Figure 1. Wire density map.
The bar under the picture is 20 um long. 19 x 19 tiles, from dark blue (low) to red (high), scaled to the fullest tile. Values are wire area over tile area, all layers added.
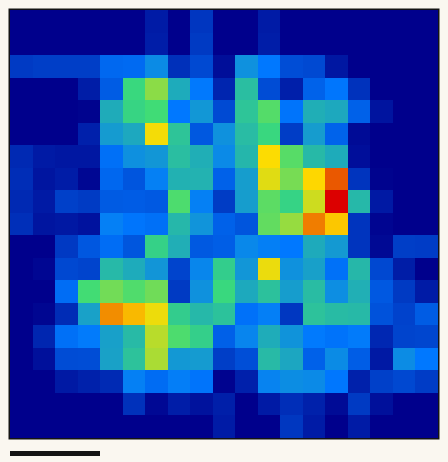
Figure 2. Placement density heat map.
The bar under the picture is 20 um long. 9 x 9 tiles, from dark blue (low) to red (high), 0 to 100% covered.
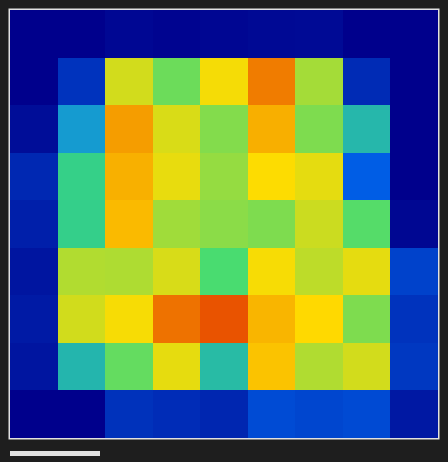
Figure 3. Cells colored by class.
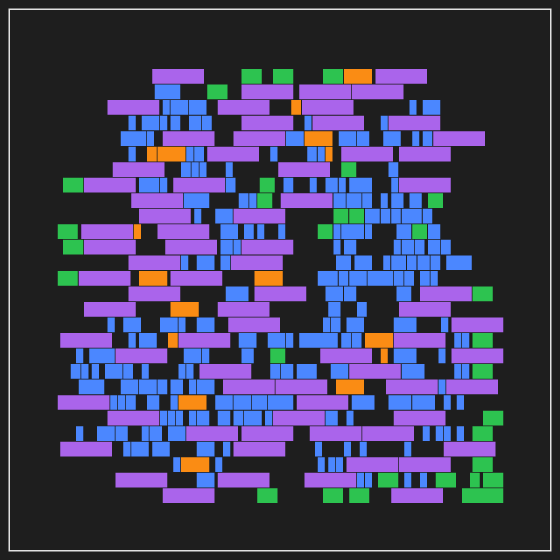
Figure 4. Track usage over the die.
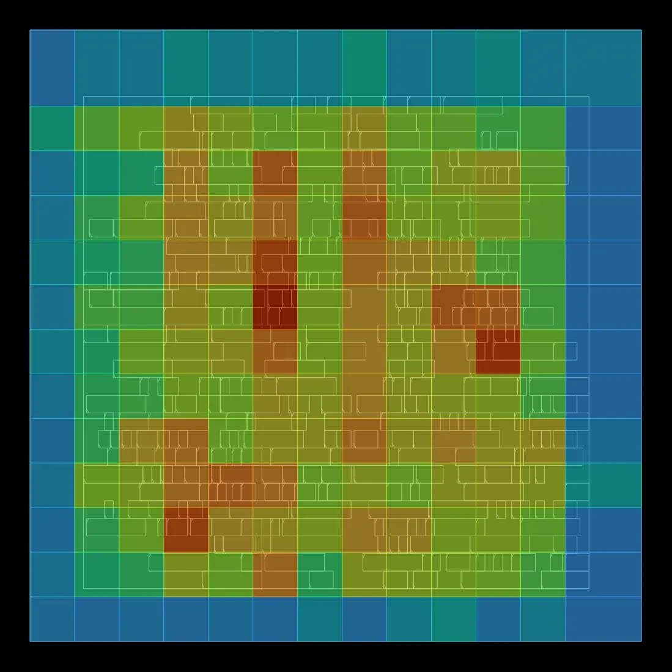
===== src/rtl/seven_seg_capture_if.sv =====
// Display-bus bundle between a multiplexed 2-digit 7-segment source and the capture block.
// The slave modport is the capture side; the master modport drives the bus and observes results.
interface seven_seg_capture_if;
    logic [6:0] seg_n_i;
    logic       dsel_i;
    logic [7:0] value_o;
    logic       valid_o;
    logic       err_o;
    logic       active_o;

    modport slave (
        input  seg_n_i,
        input  dsel_i,
        output value_o,
        output valid_o,
        output err_o,
        output active_o
    );

    modport master (
        output seg_n_i,
        output dsel_i,
        input  value_o,
        input  valid_o,
        input  err_o,
        input  active_o
    );
endinterface


===== src/rtl/seven_seg_capture.sv =====
// Receives a multiplexed active-low 2-digit 7-segment bus, debounces each digit,
// decodes segments back to nibbles and emits complete {hi, lo} frames.
module seven_seg_capture #(
    parameter int STABLE_CYCLES  = 16,
    parameter int TIMEOUT_CYCLES = 4096,
    parameter bit BCD_ONLY       = 1'b1
) (
    input  logic                clk,
    input  logic                rst_n,
    seven_seg_capture_if.slave  bus
);
    localparam int SW = $clog2(STABLE_CYCLES + 1);
    localparam int TW = $clog2(TIMEOUT_CYCLES + 1);

    localparam logic [1:0] ST_EMPTY = 2'd0;
    localparam logic [1:0] ST_HALF  = 2'd1;
    localparam logic [1:0] ST_FULL  = 2'd2;

    logic [6:0]    seg_s1_q, seg_s2_q;
    logic          dsel_s1_q, dsel_s2_q;
    logic [7:0]    w;
    logic [7:0]    w_prev_q;
    logic [SW-1:0] stab_cnt_q, stab_cnt_d;
    logic          cap_q, cap_d;
    logic [7:0]    cap_w_q;
    logic [3:0]    lo_slot_q, hi_slot_q;
    logic          have_lo_q, have_lo_d;
    logic          have_hi_q, have_hi_d;
    logic [1:0]    state_q, state_d;
    logic [7:0]    value_q;
    logic          valid_q;
    logic          err_q;
    logic          active_q, active_d;
    logic [TW-1:0] to_cnt_q, to_cnt_d;

    logic [4:0]    dec;
    logic          cap_ok, cap_bad, cap_lo, cap_hi;
    logic          timeout_hit;

    // Returns {ok, nibble}; active-high segments ordered g..a.
    function automatic logic [4:0] decode_seg(input logic [6:0] seg);
        logic [4:0] r;
        r = 5'h00;
        case (seg)
            7'h3F: r = {1'b1, 4'h0};
            7'h06: r = {1'b1, 4'h1};
            7'h5B: r = {1'b1, 4'h2};
            7'h4F: r = {1'b1, 4'h3};
            7'h66: r = {1'b1, 4'h4};
            7'h6D: r = {1'b1, 4'h5};
            7'h7D: r = {1'b1, 4'h6};
            7'h07: r = {1'b1, 4'h7};
            7'h7F: r = {1'b1, 4'h8};
            7'h6F: r = {1'b1, 4'h9};
            7'h77: r = {!BCD_ONLY, 4'hA};
            7'h7C: r = {!BCD_ONLY, 4'hB};
            7'h39: r = {!BCD_ONLY, 4'hC};
            7'h5E: r = {!BCD_ONLY, 4'hD};
            7'h79: r = {!BCD_ONLY, 4'hE};
            7'h71: r = {!BCD_ONLY, 4'hF};
            default: r = 5'h00;
        endcase
        return r;
    endfunction

    assign w = {dsel_s2_q, ~seg_s2_q};

    always_comb begin
        stab_cnt_d = stab_cnt_q;
        if (w != w_prev_q)
            stab_cnt_d = '0;
        else if (stab_cnt_q != SW'(STABLE_CYCLES))
            stab_cnt_d = stab_cnt_q + SW'(1);
    end

    // Strobe exactly once, on the edge where the counter saturates.
    assign cap_d = (w == w_prev_q) && (stab_cnt_q == SW'(STABLE_CYCLES - 1));

    assign dec         = decode_seg(cap_w_q[6:0]);
    assign cap_ok      = cap_q && dec[4];
    assign cap_bad     = cap_q && !dec[4];
    assign cap_lo      = cap_ok && cap_w_q[7];
    assign cap_hi      = cap_ok && !cap_w_q[7];
    assign timeout_hit = !cap_ok && (to_cnt_q == TW'(TIMEOUT_CYCLES - 1));

    always_comb begin
        have_lo_d = have_lo_q;
        have_hi_d = have_hi_q;
        if (state_q == ST_FULL || timeout_hit) begin
            have_lo_d = 1'b0;
            have_hi_d = 1'b0;
        end
        if (cap_lo)
            have_lo_d = 1'b1;
        if (cap_hi)
            have_hi_d = 1'b1;
    end

    always_comb begin
        state_d = ST_HALF;
        case ({have_hi_d, have_lo_d})
            2'b00:   state_d = ST_EMPTY;
            2'b11:   state_d = ST_FULL;
            default: state_d = ST_HALF;
        endcase
    end

    always_comb begin
        to_cnt_d = to_cnt_q;
        active_d = active_q;
        if (cap_ok) begin
            to_cnt_d = '0;
            active_d = 1'b1;
        end else if (to_cnt_q != TW'(TIMEOUT_CYCLES)) begin
            to_cnt_d = to_cnt_q + TW'(1);
            if (timeout_hit)
                active_d = 1'b0;
        end
    end

    always_ff @(posedge clk or negedge rst_n) begin
        if (!rst_n) begin
            seg_s1_q   <= '0;
            seg_s2_q   <= '0;
            dsel_s1_q  <= 1'b0;
            dsel_s2_q  <= 1'b0;
            w_prev_q   <= '0;
            stab_cnt_q <= '0;
            cap_q      <= 1'b0;
            cap_w_q    <= '0;
            lo_slot_q  <= '0;
            hi_slot_q  <= '0;
            have_lo_q  <= 1'b0;
            have_hi_q  <= 1'b0;
            state_q    <= ST_EMPTY;
            value_q    <= '0;
            valid_q    <= 1'b0;
            err_q      <= 1'b0;
            active_q   <= 1'b0;
            to_cnt_q   <= '0;
        end else begin
            seg_s1_q   <= bus.seg_n_i;
            seg_s2_q   <= seg_s1_q;
            dsel_s1_q  <= bus.dsel_i;
            dsel_s2_q  <= dsel_s1_q;
            w_prev_q   <= w;
            stab_cnt_q <= stab_cnt_d;
            cap_q      <= cap_d;
            if (cap_d)
                cap_w_q <= w;
            if (cap_lo)
                lo_slot_q <= dec[3:0];
            if (cap_hi)
                hi_slot_q <= dec[3:0];
            have_lo_q  <= have_lo_d;
            have_hi_q  <= have_hi_d;
            state_q    <= state_d;
            valid_q    <= (state_q == ST_FULL);
            if (state_q == ST_FULL)
                value_q <= {hi_slot_q, lo_slot_q};
            err_q      <= cap_bad;
            active_q   <= active_d;
            to_cnt_q   <= to_cnt_d;
        end
    end

    assign bus.value_o  = value_q;
    assign bus.valid_o  = valid_q;
    assign bus.err_o    = err_q;
    assign bus.active_o = active_q;
endmodule


===== src/flat_wrapper.sv =====
// flat-port wrapper written by rule: the top's interface ports become plain ports
module seven_seg_capture_flat 
#(
    parameter int STABLE_CYCLES  = 16,
    parameter int TIMEOUT_CYCLES = 4096,
    parameter bit BCD_ONLY       = 1'b1
)
  (clk, rst_n, bus_seg_n_i, bus_dsel_i, bus_value_o, bus_valid_o, bus_err_o, bus_active_o);
  seven_seg_capture_if bus_i ();
  input  logic clk;
  input  logic rst_n;
  input wire logic [$bits(bus_i.seg_n_i)-1:0] bus_seg_n_i;
  input wire logic [$bits(bus_i.dsel_i)-1:0] bus_dsel_i;
  output wire logic [$bits(bus_i.value_o)-1:0] bus_value_o;
  output wire logic [$bits(bus_i.valid_o)-1:0] bus_valid_o;
  output wire logic [$bits(bus_i.err_o)-1:0] bus_err_o;
  output wire logic [$bits(bus_i.active_o)-1:0] bus_active_o;
  assign bus_i.seg_n_i = bus_seg_n_i;
  assign bus_i.dsel_i = bus_dsel_i;
  assign bus_value_o = bus_i.value_o;
  assign bus_valid_o = bus_i.valid_o;
  assign bus_err_o = bus_i.err_o;
  assign bus_active_o = bus_i.active_o;
  seven_seg_capture #(.STABLE_CYCLES(STABLE_CYCLES), .TIMEOUT_CYCLES(TIMEOUT_CYCLES), .BCD_ONLY(BCD_ONLY)) u_core (.clk(clk), .rst_n(rst_n), .bus(bus_i));
endmodule

===== config.mk =====
export PLATFORM = sky130hd
export DESIGN_NAME = seven_seg_capture_flat
export DESIGN_NICKNAME = d
export VERILOG_FILES = /design/src/rtl/seven_seg_capture_if.sv /design/src/rtl/seven_seg_capture.sv /design/src/flat_wrapper.sv
export SDC_FILE = /design/constraint.sdc
export NUM_CORES = 1
export LEC_CHECK = 0
export ABC_CLOCK_PERIOD_IN_PS = 2200
export CORE_MARGIN = 8
export CORE_UTILIZATION = 51
export CTS_CLUSTER_DIAMETER = 200
export DETAILED_ROUTE_END_ITERATION = 7
export PLACE_DENSITY = 0.7
export SLEW_MARGIN = 20
export SYNTH_ARGS = -nofsm -noshare
export SYNTH_HDL_FRONTEND = slang
export SYNTH_SLANG_ARGS = --single-unit
export TNS_END_PERCENT = 30

===== constraint.sdc =====
create_clock -name clk -period 2.2 [get_ports clk]
set_input_delay 0.22 -clock clk [delete_from_list [all_inputs] [get_ports clk]]
set_output_delay 0.22 -clock clk [all_outputs]
set_load 0.02 [all_outputs]

==> ci_impl_report.md <==
### Metrics collected by this job

| Metric | Value |
|---|---|
| Part of the total power dissipated in combinational logic | 2.7% |
| CTS tree | done |
| Clock tree sinks | 74 |
| Maxcap violations | 0 |
| Pre-CTS setup slack | 0.137 ns |
| Setup repair after global routing missed its margin | no |
| Wire length of the first global-routing pass | 9.07 mm |
| Total negative setup slack | 0 ns |
| Maximum clock skew at final layout | 0.00503 ns |
| Compound-cell area share of the yosys netlist | 7.66% |
| Setup slack, reg-to-reg | 0.14 ns |
| Count of instantiated cells in the yosys netlist | 289 |
| Net switching power | 496 uW |
| Power attributed to combinational cells | 63.2 uW |
| Sum of routed wire length over all layers | 5.11 mm |
| WL met2 | 2.34 mm |
| Postcts setup bufs | 0 |
| Worst min-delay path category | primary input to flip-flop |
| Xor/xnor cell area share of the yosys netlist | 6.67% |
| Worst setup startpoint | u_core.cap_w_q[3] |
| Yosys simple share | 18.1% |
| Signal arrival time at the worst endpoint | 2.28 ns |
| Largest net degree at the start of global routing | 75 |
| Filler cell count | 511 |
| Crit. End Element | flip-flop |
| Crit path to | u_core.state_q[0] |
| Cell count of the worst reg-to-reg path | 6 |
| Placed wire-length estimate | 3.47 mm |
| Minimum clock period after layout | 2.06 ns |
| Clock network power | 885 uW |
| Share of total power in sequential cells | 59.5% |
| Hold Slack | 0.320 ns |
| WP data required | 2.42 ns |
| Post-Synthesis Cells | 289 |
| Switching share of power | 21.2% |
| Cell taking the most area after synthesis | dfrtp_1 |
| Critical Path Stages | 6 |
| Share of final-layout standard cells stronger than drive strength 1 | 9.82% |
| Sequential fraction of the synthesis area | 58.8% |
| Gr busiest metal | met2 |
| M3 GR Usage | 3.57% |
| Count of buffering cells on the critical path with inverters included | 0 |
| Total cell area at the placement stage | 0.00348 mm2 |
| Max transition margin | 61.2% |
| Total count of max-transition violations in the final report | 0 |
| Share of flip-flops with an asynchronous set or reset after synthesis | 100% |
| Antenna violations before repair | 0 |
| Setup ws final | 0.142 ns |
| Footprint of the multi-input gates | 0.00118 mm2 |
| Clock Path Buffers | 2 |
| Highest routed layer | met4 |
| Maximum fanout along the worst path | 10 |
| Routed vias | 2095 |
| Post-route met1 wirelength | 2.44 mm |
| Sequence of cells on the critical path | or4_4 -> nor2_2 -> a21oi_2 -> a21boi_4 -> a2bb2oi_1 -> ha_1 |
| Number of DRC markers after the initial detailed-route iteration | 83 |
| EDFF count, synth | 0 |
| Total of buffers placed on input and output ports | 20 |
| Antenna diode count | 0 |
| Post-route clock period utilization | 93.5% |
| Via count of the first global-routing pass | 2062 |
| I/O pins | 21 |
| Leak pwr | 0.00170 uW |
| Worst path slowest cell | or4_4 |
| Net count entering floorplan | 305 |
| Flip-flop and latch count after synthesis | 74 |
| Chip area line of the yosys report | 0.00315 mm2 |
| Status | finished clean |
| Top library cells by usage in the layout, fill and taps aside | 74 x dfrtp_1, 45 x nand2_1, 22 x nor2_1 |
| YS warnings | 0 |
| VDD IR max | 446 uV |
| Dominant cells by area after synthesis | dfrtp_1 59%, nand2_1 5.4%, xnor2_1 3.9% |
| Number of nets in the finished design | 337 |
| Post-synthesis average cell area | 10.9 um2 |
| Worst slew pin tran | 0.578 ns |
| Die Ht | 94.6 um |
| Top logic family | simple AND/OR/NAND/NOR gates |
| Total DRC errors in the routed layout | 0 |
| Max frequency | 0.486 GHz |
| Number of hold-slack violations in the final timing report | 0 |
| Buffer cell driving the clock tree root | clkbuf_8 |
| Leading cell type in the layout, fill and taps excluded | dfrtp_1 |
| Placer congestion estimate | 0.868 |
| Area growth from synthesis to layout | 15.9% |
| Type of element launching the critical path | flip-flop |
| DR WL met3 | 198 um |
| Worst hold path cell count | 1 |
| Number of nets still failing antenna checks after routing | 0 |
| Die X | 94.6 um |
| Share of the core filled by cells before placement | 52.9% |
## Picture notes: Figure 1
mean over tiles: 0.090
nearly empty tiles: 29%
densest ninth of the die: center
tiles over half the peak: 8.0%
emptiest ninth of the die: upper right

## Picture notes: Figure 2
mean over tiles: 40%
emptiest ninth of the die: upper right
fullest tile: 91%
densest ninth of the die: center

## Picture notes: Figure 3
[blue] combinational and other logic | cells: 205
[purple] flops | cells: 74
[orange] clock drivers and dummy loads | cells: 16
[green] other buffers and delay cells | cells: 31
Non-Filler Cell Area, Final: 0.00365 mm2
area of the core: 0.00596 mm2
number of placement rows: 28
Final Util: 61.3%
sequential cell area share: 50.7%

## Picture notes: Figure 4
met2 global-route usage: 19.9%
GRT Overall Usage: 13.0%

-- Yosys cell counts (all sizes together) (4+ instances only) --
| cell | instances |
|---|---|
| xor2 | 10 |
| nor2 | 23 |
| nand2b | 4 |
| nand4 | 5 |
| dfrtp | 74 |
| ha | 6 |
| xnor2 | 14 |
| buf | 8 |
| o21ai | 14 |
| nor4 | 5 |
| nand3 | 7 |
| and3 | 4 |
| nand2 | 45 |
| inv | 16 |
| nor3 | 6 |
| a21oi | 10 |
| mux2 | 7 |
-- layout make-up --
type / instances / share of cell area, %
Multi-Input combinational cell: 188 / 32.5
Inverter: 17 / 1.75
Timing Repair Buffer: 31 / 8.02
Sequential cell: 74 / 50.7
Tap cell: 75 / 2.57
Clock inverter: 3 / 0.411
Clock buffer: 13 / 4.08
Power and IR drop assume default switching activity.
